## src/rtl/ip_pkg.sv

```systemverilog
// ip_pkg: shared constants, FSM state type and checksum helper for the IPv4
// encapsulation stage (ip_send) and its payload FIFO (ip_stream_fifo).
package ip_pkg;

  localparam logic [7:0]  IP_VER_IHL   = 8'h45;
  localparam logic [7:0]  IP_PROTO_UDP = 8'h11;
  localparam logic [15:0] IP_FLAGS_DF  = 16'h4000;
  localparam int unsigned IP_HDR_BYTES = 20;
  localparam int unsigned IP_HDR_WORDS = 5;

  // FIFO entry is {last, keep[3:0], data[31:0]}
  localparam int unsigned BEAT_W = 37;

  typedef enum logic [1:0] {
    IDLE,
    HDR,
    DATA
  } state_t;

  typedef struct packed {
    logic [31:0] addr;
    logic [15:0] len;
  } meta_t;

  // End-around-carry reduction of a sum of up to sixteen 16-bit terms.
  // After the first fold a carry leaves the low half <= 16'h000E, so the
  // second fold can never carry again.
  function automatic logic [15:0] fold_sum(input logic [19:0] s);
    logic [16:0] f1;
    f1 = {1'b0, s[15:0]} + 17'(s[19:16]);
    return f1[15:0] + 16'(f1[16]);
  endfunction

endpackage

```

## src/rtl/ip_stream_fifo.sv

```systemverilog
// ip_stream_fifo: synchronous first-word-fall-through FIFO for payload beats.
// Ports:
//   clk, reset          clock, asynchronous active-high reset (clears pointers)
//   wr_en, wr_data      write request; ignored while full
//   mark_last           while full, set the last flag of the newest entry
//   rd_en               pop the head entry; ignored while empty
//   rd_data             head entry (valid whenever empty is low)
//   full, empty         occupancy flags
module ip_stream_fifo #(
  parameter int unsigned DEPTH = 16,
  parameter int unsigned WIDTH = 37
) (
  input  logic             clk,
  input  logic             reset,
  input  logic             wr_en,
  input  logic [WIDTH-1:0] wr_data,
  input  logic             mark_last,
  input  logic             rd_en,
  output logic [WIDTH-1:0] rd_data,
  output logic             full,
  output logic             empty
);

  localparam int unsigned AW = $clog2(DEPTH);

  logic [WIDTH-1:0] mem [DEPTH];
  logic [AW:0]      wr_ptr;
  logic [AW:0]      rd_ptr;
  logic [AW-1:0]    tail;

  assign empty   = (wr_ptr == rd_ptr);
  assign full    = (wr_ptr[AW] != rd_ptr[AW]) && (wr_ptr[AW-1:0] == rd_ptr[AW-1:0]);
  assign tail    = wr_ptr[AW-1:0] - AW'(1);
  assign rd_data = mem[rd_ptr[AW-1:0]];

  always_ff @(posedge clk or posedge reset) begin
    if (reset) begin
      wr_ptr <= '0;
      rd_ptr <= '0;
    end else begin
      if (wr_en && !full) wr_ptr <= wr_ptr + (AW+1)'(1);
      if (rd_en && !empty) rd_ptr <= rd_ptr + (AW+1)'(1);
    end
  end

  // When full the tail is never the head (DEPTH >= 8), so it cannot be
  // popped in the same cycle it is re-flagged.
  always_ff @(posedge clk) begin
    if (wr_en && !full) mem[wr_ptr[AW-1:0]] <= wr_data;
    else if (mark_last && full) mem[tail][WIDTH-1] <= 1'b1;
  end

endmodule

```

## src/rtl/ip_send.sv

```systemverilog
// ip_send: prepends a 20-byte IPv4 header to UDP segments.
// Optional feature macro: IP_CHECKSUM_EN (header checksum; otherwise 0).
// Ports:
//   clk, reset                       clock, asynchronous active-high reset
//   data_in/_valid_in/_keep_in/_last_in  UDP beat stream (no backpressure)
//   ip_addr_in, length_in            destination IP / UDP length, first beat
//   data_out/_valid_out/_keep_out/_last_out  IP datagram beat stream
//   length_out, ip_addr_out          total length / destination of datagram
//   overflow_err                     sticky data/metadata overflow flag
module ip_send
  import ip_pkg::*;
#(
  parameter logic [31:0] SRC_IP = 32'hC0A8010A,
  parameter logic [7:0]  TTL    = 8'd64,
  parameter int unsigned DEPTH  = 16
) (
  input  logic        clk,
  input  logic        reset,
  input  logic [31:0] data_in,
  input  logic        data_valid_in,
  input  logic [3:0]  data_keep_in,
  input  logic        data_last_in,
  input  logic [31:0] ip_addr_in,
  input  logic [15:0] length_in,
  output logic [31:0] data_out,
  output logic        data_valid_out,
  output logic [3:0]  data_keep_out,
  output logic        data_last_out,
  output logic [15:0] length_out,
  output logic [31:0] ip_addr_out,
  output logic        overflow_err
);

  state_t state, state_next;
  logic [2:0]  hdr_idx;
  logic [15:0] ident;
  logic [15:0] csum;
  logic [31:0] hdr_word;

  // input side
  logic in_pkt, drop_pkt, first, drop_now, ovf_event;
  logic meta_push, meta_pop, meta_full;
  meta_t meta_q [2];
  logic  meta_wr, meta_rd;
  logic [1:0] meta_cnt;

  logic fifo_wr, fifo_rd, fifo_mark, fifo_full, fifo_empty;
  logic [BEAT_W-1:0] fifo_rdata;

  assign first     = data_valid_in && !in_pkt;
  assign meta_full = (meta_cnt == 2'd2);
  assign meta_pop  = (state == IDLE) && (meta_cnt != 2'd0);
  // A packet whose first beat finds either queue full is dropped whole, so
  // data never enters the FIFO without a matching metadata entry.
  assign drop_now  = first ? (meta_full || fifo_full) : drop_pkt;
  assign meta_push = first && !drop_now;
  assign fifo_wr   = data_valid_in && !drop_now && !fifo_full;
  // A last beat lost to a full FIFO still terminates its packet by flagging
  // the newest stored beat, keeping the datagram framing in step.
  assign fifo_mark = data_valid_in && data_last_in && !drop_now && fifo_full;
  assign ovf_event = data_valid_in && (first ? (meta_full || fifo_full)
                                             : (!drop_pkt && fifo_full));

  always_ff @(posedge clk or posedge reset) begin
    if (reset) begin
      in_pkt       <= 1'b0;
      drop_pkt     <= 1'b0;
      overflow_err <= 1'b0;
      meta_wr      <= 1'b0;
      meta_rd      <= 1'b0;
      meta_cnt     <= '0;
      meta_q[0]    <= '0;
      meta_q[1]    <= '0;
    end else begin
      if (data_valid_in) in_pkt <= !data_last_in;
      if (first) drop_pkt <= drop_now;
      if (ovf_event) overflow_err <= 1'b1;
      if (meta_push) begin
        meta_q[meta_wr] <= '{addr: ip_addr_in, len: length_in};
        meta_wr         <= !meta_wr;
      end
      if (meta_pop) meta_rd <= !meta_rd;
      case ({meta_push, meta_pop})
        2'b10:   meta_cnt <= meta_cnt + 2'd1;
        2'b01:   meta_cnt <= meta_cnt - 2'd1;
        default: meta_cnt <= meta_cnt;
      endcase
    end
  end

  ip_stream_fifo #(
    .DEPTH(DEPTH),
    .WIDTH(BEAT_W)
  ) u_fifo (
    .clk      (clk),
    .reset    (reset),
    .wr_en    (fifo_wr),
    .wr_data  ({data_last_in, data_keep_in, data_in}),
    .mark_last(fifo_mark),
    .rd_en    (fifo_rd),
    .rd_data  (fifo_rdata),
    .full     (fifo_full),
    .empty    (fifo_empty)
  );

  // state register
  always_ff @(posedge clk or posedge reset) begin
    if (reset) state <= IDLE;
    else       state <= state_next;
  end

  // next-state logic
  always_comb begin
    state_next = state;
    case (state)
      IDLE: if (meta_cnt != 2'd0) state_next = HDR;
      HDR:  if (hdr_idx == 3'(IP_HDR_WORDS - 1)) state_next = DATA;
      DATA: if (!fifo_empty && fifo_rdata[BEAT_W-1]) state_next = IDLE;
      default: state_next = IDLE;
    endcase
  end

  // header sequencing and per-datagram metadata
  always_ff @(posedge clk or posedge reset) begin
    if (reset) begin
      hdr_idx     <= '0;
      ident       <= '0;
      length_out  <= '0;
      ip_addr_out <= '0;
    end else begin
      if (meta_pop) begin
        length_out  <= meta_q[meta_rd].len + 16'(IP_HDR_BYTES);
        ip_addr_out <= meta_q[meta_rd].addr;
        hdr_idx     <= '0;
      end else if (state == HDR) begin
        hdr_idx <= hdr_idx + 3'd1;
      end
      if (state == HDR && hdr_idx == 3'd1) ident <= ident + 16'd1;
    end
  end

`ifdef IP_CHECKSUM_EN
  logic [19:0] sum_r;
  logic [15:0] csum_r;

  // Raw sum in HDR word 0, folded and inverted in word 1, used in word 2.
  always_ff @(posedge clk or posedge reset) begin
    if (reset) begin
      sum_r  <= '0;
      csum_r <= '0;
    end else if (state == HDR && hdr_idx == 3'd0) begin
      sum_r <= 20'({IP_VER_IHL, 8'h00}) + 20'(length_out) + 20'(ident)
             + 20'(IP_FLAGS_DF) + 20'({TTL, IP_PROTO_UDP})
             + 20'(SRC_IP[31:16]) + 20'(SRC_IP[15:0])
             + 20'(ip_addr_out[31:16]) + 20'(ip_addr_out[15:0]);
    end else if (state == HDR && hdr_idx == 3'd1) begin
      csum_r <= ~fold_sum(sum_r);
    end
  end

  assign csum = csum_r;
`else
  assign csum = '0;
`endif

  always_comb begin
    hdr_word = '0;
    case (hdr_idx)
      3'd0:    hdr_word = {IP_VER_IHL, 8'h00, length_out};
      3'd1:    hdr_word = {ident, IP_FLAGS_DF};
      3'd2:    hdr_word = {TTL, IP_PROTO_UDP, csum};
      3'd3:    hdr_word = SRC_IP;
      3'd4:    hdr_word = ip_addr_out;
      default: hdr_word = '0;
    endcase
  end

  // output logic
  always_comb begin
    data_out       = '0;
    data_valid_out = 1'b0;
    data_keep_out  = '0;
    data_last_out  = 1'b0;
    fifo_rd        = 1'b0;
    case (state)
      HDR: begin
        data_out       = hdr_word;
        data_valid_out = 1'b1;
        data_keep_out  = 4'hF;
      end
      DATA: begin
        fifo_rd = !fifo_empty;
        if (!fifo_empty) begin
          data_out       = fifo_rdata[31:0];
          data_keep_out  = fifo_rdata[35:32];
          data_last_out  = fifo_rdata[36];
          data_valid_out = 1'b1;
        end
      end
      default: ;
    endcase
  end

endmodule
```

## config.mk

```make
export PLATFORM = sky130hd
export DESIGN_NAME = ip_send
export DESIGN_NICKNAME = d
export VERILOG_FILES = /design/src/rtl/ip_pkg.sv /design/src/rtl/ip_stream_fifo.sv /design/src/rtl/ip_send.sv
export SDC_FILE = /design/constraint.sdc
export NUM_CORES = 1
export LEC_CHECK = 0
export ABC_AREA = 0
export CAP_MARGIN = 0
export CORE_ASPECT_RATIO = 1.25
export CORE_MARGIN = 1.5
export CORE_UTILIZATION = 60
export CTS_CLUSTER_DIAMETER = 60
export CTS_CLUSTER_SIZE = 10
export DETAILED_ROUTE_END_ITERATION = 10
export GPL_TIMING_DRIVEN = 0
export HOLD_SLACK_MARGIN = 0.1
export PLACE_DENSITY = 0.8
export SLEW_MARGIN = 20
export SYNTH_ARGS = -nofsm -noshare
export SYNTH_HDL_FRONTEND = slang
export SYNTH_SLANG_ARGS = --single-unit
```

## constraint.sdc

```tcl
create_clock -name clk -period 7.4 [get_ports clk]
set_clock_uncertainty 0.1 [all_clocks]
set_input_delay 0.74 -clock clk [delete_from_list [all_inputs] [get_ports clk]]
set_output_delay 0.74 -clock clk [all_outputs]
set_load 0.005 [all_outputs]
```

Fig. 1: clock wires, drivers and flops
Drawn at 1.5 px/µm.
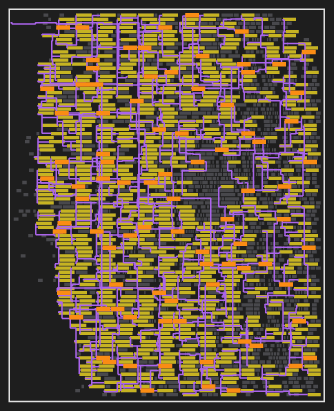
Key: yellow = flip-flops [count 774]; purple = clock wires [length 8890 µm]; orange = clock-net drivers [count 87]
Position of the flops: all over the die.
clock share of power: 25.6%
clk pwr: 3.82 mW
clk latency late pin: 650 ps

Fig. 2: clock routing
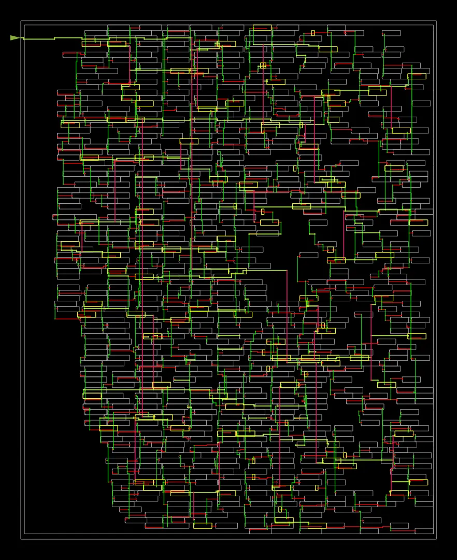
Layout clock buffers: 109
total CTS buffers: 87
Seq cells: 774

Fig. 3: signal wires on met1
Drawn at 1 px/µm. Supply wires on this layer in grey.
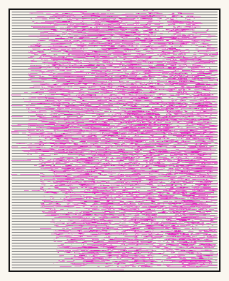
2096 nets have wire on it. The wires run mostly horizontal. The layer carries 30.7 mm of wire. The layer holds 34% of the routed length. The longest straight run is 84.6 µm.
WL final: 90.24 mm
met1 Use GR: 42.36%
via count: 19290

Fig. 4: met3 routing
Drawn at 2 px/µm. Cells faint in the background.
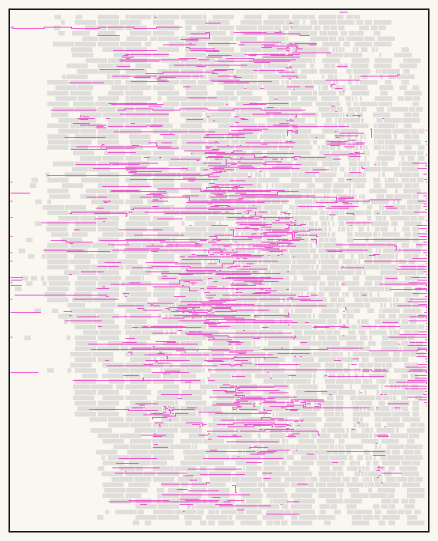
The longest straight run is 81.2 µm. The layer carries 9390 µm of wire. The layer holds 10% of the routed length.
met3 Use GR: 6.907%

==> flow_summary.toml <==
# yosys + openroad results
[timing]
setup_slack_ps = 1737
hold_slack_ps = 371.6
setup_viol = 0
max_clock_freq_mhz = 176.6
fin_setup_tns_ps = 0
fin_crit_sh_pct = 76.53
finalCriticalPeriod_ps = 5663
hold_viol_final = 0
worstMarginPinSlew_ps = 1248

[finish]
top_register = "u_fifo.mem"
antenna_cells = 1
layout_top_cell = "edfxtp_1"
largest_cell_class = "flip-flops and latches"
largest_reg_flops = 592
seqAreaFraction_pct = 59.09
finalNonFillerCells = 2787
final-clk-cell-share_pct = 6.340
buffers_excl_clock = 323
bufAreaShareNonClock_pct = 8.125
layout.nets = 2190
final_cell_area_um2 = 37790
num-fill-cells = 2991
syn2layout_area_growth_pct = 18.73
area.sequential_um2 = 22330
sh_comb_area_pct = 23.80
final_cell_mix = "592 x edfxtp_1, 182 x dfrtp_1, 174 x clkdlybuf4s50_1"

[detailed_routing]
vias_per_cell = 6.921
wirelength_met1_mm = 30.72
antenna_left = 0
dr_wl_met3_mm = 9.387
detail_route.iter0.violations = 2790
wl_per_cell_um = 32.38
wl_met2_mm = 44.37

[power_and_ir_drop]
swShare_pct = 33.51
seq_power_share_pct = 39.2
vdd_drop_max_mv = 0.2015
powerDensity_nw_per_um2 = 394.1
p_int_mw = 9.902

[logic_synthesis]
topCellsByArea = "edfxtp_1 56%, dfrtp_1 14%, mux4_2 12%, mux2_2 2.8%, mux2i_1 2.0%"
ys_sh_xor_pct = 1.321
synthTopLogicFamily = "multiplexers"
synth-simple-area-share_pct = 4.068
yosys_warnings = 0
yosys-stat-area_um2 = 31830
ys_cells = 1779
avgSynthCellArea_um2 = 17.89
adder_share_pct = 0.5503
edf_count = 592
yosys_most_used_dff = "edfxtp_1"
largest_area_cell = "edfxtp_1"
synth_area_um2 = 31830
top_cell_area_share_pct = 55.85
ys_sh_aoi_pct = 3.384
yosys-mux-area-fraction_pct = 18.51
netlist_instances = 1779
synth-seq-cells = 774

[clocking]
clk_pin_slew_worst_paths_ps = 60
post_cts_resized = 0
cts_hold_buf = 0
cts_buffer_depth = 3
cts_tree = "yes"

[worst_setup_path]
slowest_delay_ps = 830
critPathRequiredTime_ps = 6560
rr_endpoint = "u_fifo.mem[11][34]"
cpMostUsedCell = "clkbuf_1"
arrival_ps = 4820
worstPathCellList = "clkbuf_1, buf_1, inv_1, ha_1, clkbuf_1, o311ai_2, clkbuf_1, o22ai_1, clkdlybuf4s50_1"
path_buffers = 6
critPathCapture = "data_out[16]"
r2r-start = "u_fifo.rd_ptr[0]"
regToRegSetupSlack_ps = 3010
crit_family = "buffers and inverters"
cp-startpoint = "hdr_idx[2]"
cp.depth = 9
cp_slowest_cell = "o311ai_2"
cp_max_fo = 10

[global_route]
grt_max_degree = 111
grt_overflow = 0
grt_busiest_layer = "met2"
grt_antenna_before_repair = 2
grt_pass1_vias = 20000
grt_pass1_wl_mm = 131.6
track_usage_pct = 33.84
use_met2_pct = 56.19

[job]
cap_violations = 0
openroad.warnings = 35

[worst_hold_path]
hold_path.startpoint = "overflow_err"
min_path_type = "reg2reg"

[floorplanning]
dieWidth_um = 209.0
tap_cells = 672
fp.dieH_um = 260.5
die_area_um2 = 54450
std_cell_rows = 94

[placement]
placed_area_um2 = 35370
hpwl_mm = 55.29
dp_slack_ps = 2484
dpl.cell_count = 2671
routabilityCongestion = 0.8976

[outcome]
status = "finished, final reports clean"
Power and IR drop assume default switching activity.
